<file path="config.mk">
export PLATFORM = sky130hd
export DESIGN_NAME = bus_rx_buffer_flat
export DESIGN_NICKNAME = d
export VERILOG_FILES = /design/src/rtl/bus_rx_buffer_pkg.sv /design/src/rtl/bus_rx_buffer_if.sv /design/src/rtl/bus_fifo_mem.sv /design/src/rtl/bus_rx_buffer.sv /design/src/flat_wrapper.sv
export SDC_FILE = /design/constraint.sdc
export NUM_CORES = 1
export LEC_CHECK = 0
export CORE_MARGIN = 2
export CORE_UTILIZATION = 52
export CTS_BUF_LIST = sky130_fd_sc_hd__clkbuf_4
export DETAILED_ROUTE_END_ITERATION = 12
export PLACE_DENSITY = 0.77
export SYNTH_ARGS = -nofsm -noshare
export SYNTH_HDL_FRONTEND = slang
export SYNTH_SLANG_ARGS = --single-unit
</file>
<file path="constraint.sdc">
create_clock -name clk -period 3.4 [get_ports clk]
set_input_delay 0.34 -clock clk [delete_from_list [all_inputs] [get_ports clk]]
set_output_delay 0.34 -clock clk [all_outputs]
set_load 0.005 [all_outputs]
</file>
<file path="src/rtl/bus_rx_buffer_pkg.sv">
`default_nettype none
// ============================================================================
// Module      : bus_rx_buffer_pkg
// Description : Shared constants, packet type and pointer-width helper for the
//               bus receive buffer.
// Revision    : 1.0 - initial release
// ============================================================================
package bus_rx_buffer_pkg;

    localparam int c_data_packet_size = 32;
    localparam int c_depth            = 4;

    typedef logic [c_data_packet_size-1:0] packet_t;

    function automatic int ptr_w(input int depth);
        return $clog2(depth);
    endfunction

endpackage
`default_nettype wire

</file>
<file path="src/rtl/bus_rx_buffer_if.sv">
`default_nettype none
// ============================================================================
// Module      : bus_rx_buffer_if
// Description : Ready/valid link carrying packets from source to sink.
// Revision    : 1.0 - initial release
// ============================================================================
interface bus_rx_buffer_if
    import bus_rx_buffer_pkg::*;
#(
    parameter int DATA_PACKET_SIZE = c_data_packet_size
);

    logic                        valid;
    logic [DATA_PACKET_SIZE-1:0] data;
    logic                        ready;

    modport source (output valid, output data, input  ready);
    modport sink   (input  valid, input  data, output ready);

    // Aliases for blocks written in master/slave terms
    modport master (output valid, output data, input  ready);
    modport slave  (input  valid, input  data, output ready);

endinterface
`default_nettype wire

</file>
<file path="src/rtl/bus_fifo_mem.sv">
`default_nettype none
// ============================================================================
// Module      : bus_fifo_mem
// Description : DEPTH x DATA_PACKET_SIZE register array, one synchronous write
//               port and one combinational read port, storage not reset.
// Revision    : 1.0 - initial release
// ============================================================================
module bus_fifo_mem
    import bus_rx_buffer_pkg::*;
#(
    parameter int DATA_PACKET_SIZE = c_data_packet_size,
    parameter int DEPTH            = c_depth
) (
    input  wire                          clk,
    input  wire                          i_we,
    input  wire [ptr_w(DEPTH)-1:0]       i_waddr,
    input  wire [DATA_PACKET_SIZE-1:0]   i_wdata,
    input  wire [ptr_w(DEPTH)-1:0]       i_raddr,
    output logic [DATA_PACKET_SIZE-1:0]  o_rdata
);

    logic [DATA_PACKET_SIZE-1:0] r_mem [DEPTH];

    generate
        for (genvar gi = 0; gi < DEPTH; gi++) begin : g_entry
            always_ff @(posedge clk) begin
                if (i_we && (i_waddr == ptr_w(DEPTH)'(gi))) begin
                    r_mem[gi] <= i_wdata;
                end
            end
        end
    endgenerate

    assign o_rdata = r_mem[i_raddr];

endmodule
`default_nettype wire

</file>
<file path="src/rtl/bus_rx_buffer.sv">
`default_nettype none
// ============================================================================
// Module      : bus_rx_buffer
// Description : Sink-end receive FIFO with registered ready and a show-ahead
//               registered head, giving a register cut on every link path.
// Revision    : 1.0 - initial release
// ============================================================================
module bus_rx_buffer
    import bus_rx_buffer_pkg::*;
#(
    parameter int DATA_PACKET_SIZE = c_data_packet_size,
    parameter int DEPTH            = c_depth
) (
    input  wire                      clk,
    input  wire                      rst,
    bus_rx_buffer_if.sink            in_bus,
    bus_rx_buffer_if.source          out_bus,
    output logic [$clog2(DEPTH):0]   level
);

    localparam int c_ptr_w = ptr_w(DEPTH);
    localparam int c_lvl_w = c_ptr_w + 1;
    localparam logic [c_lvl_w-1:0] c_full = c_lvl_w'(DEPTH);

    logic [c_ptr_w-1:0]          r_wr_ptr;
    logic [c_ptr_w-1:0]          r_rd_ptr;
    logic [c_lvl_w-1:0]          r_level;
    logic                        r_in_ready;
    logic                        r_out_valid;
    logic [DATA_PACKET_SIZE-1:0] r_out_data;

    logic                        w_push;
    logic                        w_pop;
    logic [c_ptr_w-1:0]          w_wr_ptr_next;
    logic [c_ptr_w-1:0]          w_rd_ptr_next;
    logic [c_lvl_w-1:0]          w_level_after_pop;
    logic [c_lvl_w-1:0]          w_level_next;
    logic                        w_head_from_input;
    logic [DATA_PACKET_SIZE-1:0] w_mem_rdata;
    logic [DATA_PACKET_SIZE-1:0] w_head_next;

    assign w_push = in_bus.valid && r_in_ready;
    assign w_pop  = r_out_valid && out_bus.ready;

    always_comb begin
        w_wr_ptr_next     = r_wr_ptr + c_ptr_w'(w_push);
        w_rd_ptr_next     = r_rd_ptr + c_ptr_w'(w_pop);
        w_level_after_pop = r_level - c_lvl_w'(w_pop);
        w_level_next      = w_level_after_pop + c_lvl_w'(w_push);
        // The new head is the word being written right now whenever nothing
        // older survives this edge; storage has not captured it yet.
        w_head_from_input = w_push && (w_level_after_pop == '0);
        w_head_next       = w_head_from_input ? in_bus.data : w_mem_rdata;
    end

    bus_fifo_mem #(
        .DATA_PACKET_SIZE (DATA_PACKET_SIZE),
        .DEPTH            (DEPTH)
    ) u_mem (
        .clk     (clk),
        .i_we    (w_push),
        .i_waddr (r_wr_ptr),
        .i_wdata (in_bus.data),
        .i_raddr (w_rd_ptr_next),
        .o_rdata (w_mem_rdata)
    );

    always_ff @(posedge clk or posedge rst) begin
        if (rst) begin
            r_wr_ptr    <= '0;
            r_rd_ptr    <= '0;
            r_level     <= '0;
            r_in_ready  <= 1'b0;
            r_out_valid <= 1'b0;
            r_out_data  <= '0;
        end else begin
            r_wr_ptr    <= w_wr_ptr_next;
            r_rd_ptr    <= w_rd_ptr_next;
            r_level     <= w_level_next;
            r_in_ready  <= (w_level_next != c_full);
            r_out_valid <= (w_level_next != '0);
            // Hold the last head when draining to empty
            if (w_level_next != '0) begin
                r_out_data <= w_head_next;
            end
        end
    end

    assign in_bus.ready  = r_in_ready;
    assign out_bus.valid = r_out_valid;
    assign out_bus.data  = r_out_data;
    assign level         = r_level;

endmodule
`default_nettype wire

</file>
<file path="src/flat_wrapper.sv">
// flat-port wrapper written by rule: the top's interface ports become plain ports
module bus_rx_buffer_flat import bus_rx_buffer_pkg::*;
#(
    parameter int DATA_PACKET_SIZE = c_data_packet_size,
    parameter int DEPTH            = c_depth
)
  (clk, rst, level, in_bus_valid, in_bus_data, in_bus_ready, out_bus_valid, out_bus_data, out_bus_ready);
  bus_rx_buffer_if #(.DATA_PACKET_SIZE(DATA_PACKET_SIZE)) in_bus_i ();
  bus_rx_buffer_if #(.DATA_PACKET_SIZE(DATA_PACKET_SIZE)) out_bus_i ();
  input  wire clk;
  input  wire rst;
  output logic [$clog2(DEPTH):0] level;
  input wire logic [$bits(in_bus_i.valid)-1:0] in_bus_valid;
  input wire logic [$bits(in_bus_i.data)-1:0] in_bus_data;
  output wire logic [$bits(in_bus_i.ready)-1:0] in_bus_ready;
  output wire logic [$bits(out_bus_i.valid)-1:0] out_bus_valid;
  output wire logic [$bits(out_bus_i.data)-1:0] out_bus_data;
  input wire logic [$bits(out_bus_i.ready)-1:0] out_bus_ready;
  assign in_bus_i.valid = in_bus_valid;
  assign in_bus_i.data = in_bus_data;
  assign in_bus_ready = in_bus_i.ready;
  assign out_bus_valid = out_bus_i.valid;
  assign out_bus_data = out_bus_i.data;
  assign out_bus_i.ready = out_bus_ready;
  bus_rx_buffer #(.DATA_PACKET_SIZE(DATA_PACKET_SIZE), .DEPTH(DEPTH)) u_core (.clk(clk), .rst(rst), .in_bus(in_bus_i), .out_bus(out_bus_i), .level(level));
endmodule
</file>
==> impl_metrics.toml, run 1 <==
# generated from flow reports
[synthesis]
ys_types = 24
yosysCellCount = 377
syn_area_um2 = 6540
synth.largest_area_cell = "edfxtp_1"
avgSynthCellArea_um2 = 17.3
logic_family = "multiplexers"

[power_and_ir_drop]
power_mw = 7.00
ir_worst_vdd_v = 0.000431
combinationalPower_mw = 2.84
pwr-share-clk = 0.158
p_leak_nw = 2.75
pwr-share-seq = 0.436

[cells_and_area]
nFlopsAndLatches = 169
comb_area_frac = 0.196
nFillCells = 866
drive_gt1_frac = 0.179
largestClassByArea = "registers"
nonClkBufAreaFrac = 0.109
diodes = 0

[placement]
dp_slack_ps = 502
port-buffer-count = 72
gp_congestion = 0.748

[clocking]
clock_sinks = 169
cts_root_buffer = "clkbuf_4"
htree_levels = 4
clk_latency_ps = 550
cts.hold.buffers_added = 0

[floorplan]
die_h_um = 116

[final_timing]
holdWs_ps = 296
period_needed_ps = 2560

[outcome]
status = "finished, final reports clean"

[detailed_routing]
num_vias = 3490
routed_wl_mm = 12.3
drc_errors = 0
highest_layer = "met4"

[grt]
grt_pass1_vias = 3606

[critical_path]
worstPathCellList = "and2_1 > ha_1 > ha_1 > inv_1 > ha_1 > nor2_1 > nand2b_4 > nor2_1 > a31oi_1"
crit_path_start = "u_core.out_bus.valid"
path_depth = 9
critical_path_buf_inv_count = 1
critical_path.top_delay_family = "simple AND/OR/NAND/NOR gates"
cp_max_fo = 65
worstSetupEndpoint = "u_core.out_bus.data[3]"
r2r_slack_ps = 840
-- run 1: cells in the mapped netlist (all sizes together) --
master / count
xnor2: 1
nand2: 66
clkbuf: 4
mux4: 32
ha: 6
and2: 1
and4: 1
nand4: 1
buf: 17
xor2: 2
xor3: 1
and3: 1
nor3b: 2
nor3: 1
a31oi: 32
edfxtp: 128
nand2b: 1
nor2: 33
inv: 6
dfrtp: 41
-- run 1: flip-flops by register name (all words and copies together), names as in the netlist --
name / count
u_core.out_bus.data: 32
u_core.out_bus.valid: 1
u_core.level: 3
u_core.r_rd_ptr: 2
u_core.u_mem.r_mem: 128
u_core.in_bus.ready: 1
u_core.r_wr_ptr: 2
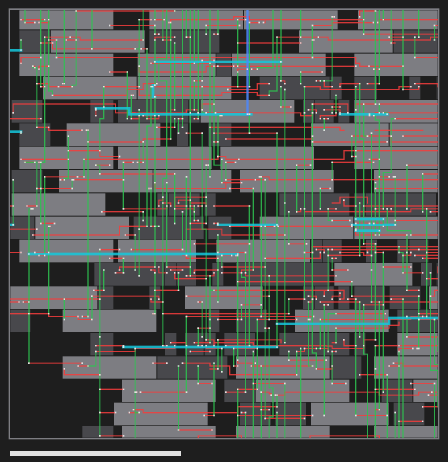
Figure 1: run 1, a small window of the routed layout.
Bar = 20 µm. Region (4, 4) to (54, 54) µm. Cells in gray, sequential cells in the stronger gray; small squares are vias.
legend:
  cyan:
    layer: metal 3
  red:
    layer: metal 1
  blue:
    layer: metal 4
  green:
    layer: metal 2
netlist names of flops here include: u_core.u_mem.r_mem (39), u_core.out_bus.data (8)
sequential cells in the window: 47
cells with their middle in the window: 113
most frequent: edfxtp_1 (39), clkdlybuf4s50_1 (17), nand2_1 (16)

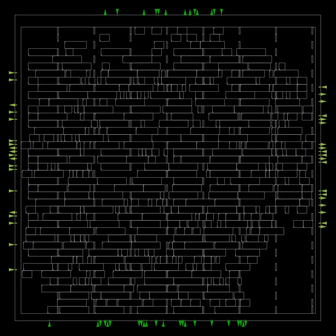
Figure 2: run 1, placement view.
Tap Cells: 168
non-filler cells, final: 642
core area: 12200 µm²
# rows: 40
final core occ: 0.635

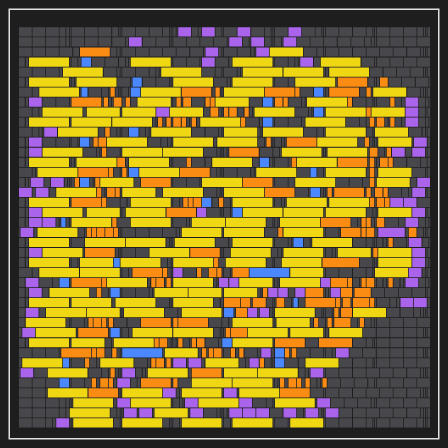
Figure 3: run 1, placement by cell class.
Fill, decap, tap and diode cells in gray.
legend:
  purple:
    class: remaining buffers and delay cells
    cells: 86
    share_of_their_area: 11%
  blue:
    class: clock drivers and dummy loads
    cells: 32
    share_of_their_area: 3.6%
  orange:
    class: combinational and other logic
    cells: 187
    share_of_their_area: 20%
  yellow:
    class: sequential cells
    cells: 169
    share_of_their_area: 65%
flop share of the area: 0.630
fin area: 7730 µm²

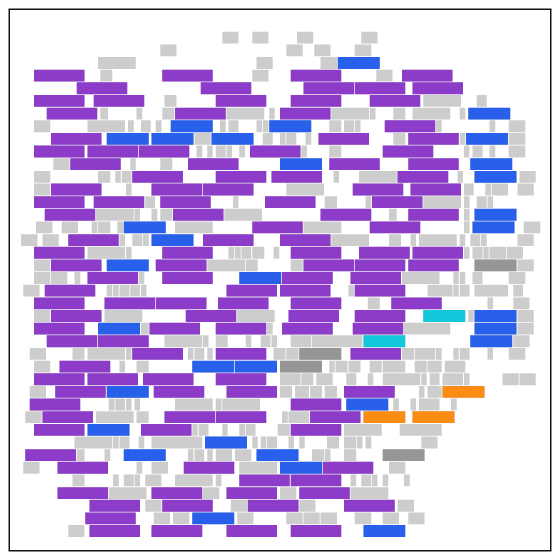
Figure 4: run 1, sequential cells colored by netlist name.
legend:
  orange:
    signal: u_core.level
    placed_flops: 3
  purple:
    signal: u_core.u_mem.r_mem
    placed_flops: 128
    where: widely spread
  blue:
    signal: u_core.out_bus.data
    placed_flops: 32
    where: widely spread
  cyan:
    signal: u_core.r_rd_ptr
    placed_flops: 2
not colored: 4
P_seq: 3.05 mW
register area: 4870 µm²

==> run 2: changes to the inputs <==
--- a/config.mk
+++ b/config.mk
@@ -6,10 +6,10 @@
 export NUM_CORES = 1
 export LEC_CHECK = 0
 export CORE_MARGIN = 2
-export CORE_UTILIZATION = 52
+export CORE_UTILIZATION = 58
 export CTS_BUF_LIST = sky130_fd_sc_hd__clkbuf_4
 export DETAILED_ROUTE_END_ITERATION = 12
-export PLACE_DENSITY = 0.77
+export PLACE_DENSITY = 0.81
 export SYNTH_ARGS = -nofsm -noshare
 export SYNTH_HDL_FRONTEND = slang
 export SYNTH_SLANG_ARGS = --single-unit
==> constraint.sdc (replaced) <==
create_clock -name clk -period 2.6 [get_ports clk]
set_input_delay 0.26 -clock clk [delete_from_list [all_inputs] [get_ports clk]]
set_output_delay 0.26 -clock clk [all_outputs]
set_load 0.005 [all_outputs]
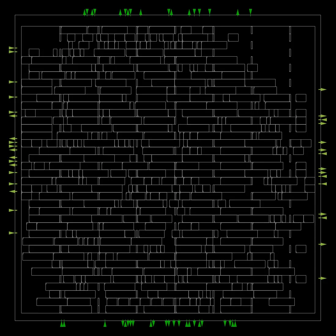
Figure 5: run 2, placement view.
flop share of the area: 0.628
# rows: 38
final core occ: 0.709
Tap Cells: 140

==> run 2 against run 1 <==
  * Die area is 10% lower
  * Largest power group unchanged
  * Critical endpoint is now u_core.out_bus.data[6]
  * Non-clock buffer count is 5 higher
  * Power is 33% higher
  * Sequential cell count did not move
  * Maximum frequency rose by 9.3%
  * Wire length up 0.21%
  * Sequential share of layout area is 0.23 points lower
  * Register-to-register slack worse by 580 ps
  * Clock skew is 10 ps higher
  * Sequential power grew 31%
  * Clock power is 31% higher
==> impl_metrics.toml, run 2 <==
# generated from flow reports
[cells_and_area]
nFillCells = 687
comb_area_frac = 0.196
clkbuf_count = 18
drive_gt1_frac = 0.182
nFlopsAndLatches = 169
nonClkBufAreaFrac = 0.116
largestClassByArea = "registers"
fin_area_um2 = 7750
largest-register = "u_core.u_mem.r_mem"
combGateArea_um2 = 1520
clock_cell_area_share = 0.0347
largest_register_ffs = 128
final_layout_top_logic_cells = "edfxtp_1 (128), clkdlybuf4s50_1 (72), nand2_1 (66), dfrtp_1 (41), nor2_1 (33)"
inv_count = 6
register_area_um2 = 4870
diodes = 0

[final_timing]
rsz0062_at_grt = "false"
timing.final.crit_share = 0.899
period_needed_ps = 2340

[grt]
grt-busiest-layer = "met2"
use_met2 = 0.380
grt_pass1_vias = 3695
overflow = 0
grt_pass1_wl_mm = 19.5

[synthesis]
synth-adder-area-share = 0.0115
ys_types = 24
postSynthCellCount = 377
async_flop_share = 0.243
edf_count = 128
synth_flops = 169
common_cells = "edfxtp_1 (128), nand2_1 (66), dfrtp_1 (41)"
synthSimpleGateAreaFrac = 0.0662
yosysCellCount = 377
netlist.area_leader.share = 0.588
synth-main-ff-cell = "edfxtp_1"
synth.largest_area_cell = "edfxtp_1"
logic_family = "multiplexers"
avgSynthCellArea_um2 = 17.3
most_common_cell = "edfxtp_1"
syn_area_um2 = 6540

[clocking]
numCtsBuffers = 17
cts.hold.buffers_added = 0
clk_latency_ps = 530
clockBufferDepth = 2
htree_levels = 4
cts_root_buffer = "clkbuf_4"
clock_sinks = 169
ctsResizeCount = 0

[power_and_ir_drop]
power_mw = 9.32
ir_worst_vdd_v = 0.000625
p_leak_nw = 2.79

[detailed_routing]
drc_errors = 0
highest_layer = "met4"
num_vias = 3547
via_per_inst = 5.75
routed_wl_mm = 12.3

[critical_path]
critical_path.top_delay_family = "adder cells"
critical_path_arrival_ps = 2740
crit_path_start = "u_core.out_bus.valid"
critical_path_buf_inv_count = 2
cp_max_fo = 35
crit_slowest_cell = "dfrtp_1"
path_depth = 10
setup.worst_path.end_class = "flop"
r2r_slack_ps = 260
worstSetupEndpoint = "u_core.out_bus.data[6]"
worstPathCellList = "and2_1 > ha_1 > ha_1 > inv_1 > ha_1 > nor2_1 > nand2b_4 > buf_12 > nor2_1 > a31oi_1"

[floorplan]
core_um2 = 10900
die_h_um = 110

[placement]
port-buffer-count = 72
gp_congestion = 0.748
hpwl_mm = 7.77

[outcome]
status = "finished, final reports clean"
run 2: logic make-up (layout without fill, tap and decap cells):
kind of cell	count (synthesis)	count (layout)
xor gates and xnor gates	4	4
AOI/OAI and AO/OA	32	32
muxes	32	32
buffers and inverters	27	127
adders and majority gates	6	6
DFF	169	169
and+or+nand+nor	107	107
run 2: power by group:
part	switching, mW	internal, mW
combinational	1.86	2.02
sequential	0.297	3.70
clock	0.803	0.649
total	2.96	6.36
run 2: through the flow:
step,instances,setup slack (ps),util,TNS [ps],hold slack [ps]
floorplan,377,-719,-,-62130,359
global placement,587,149,0.685,0,530
detailed placement,587,5.07,0.685,0,541
CTS,617,249,0.709,0,159
global route,617,166,0.709,0,180
finish,617,263,0.709,0,185
No activity file was given, so power comes from the tool's default toggle rates.
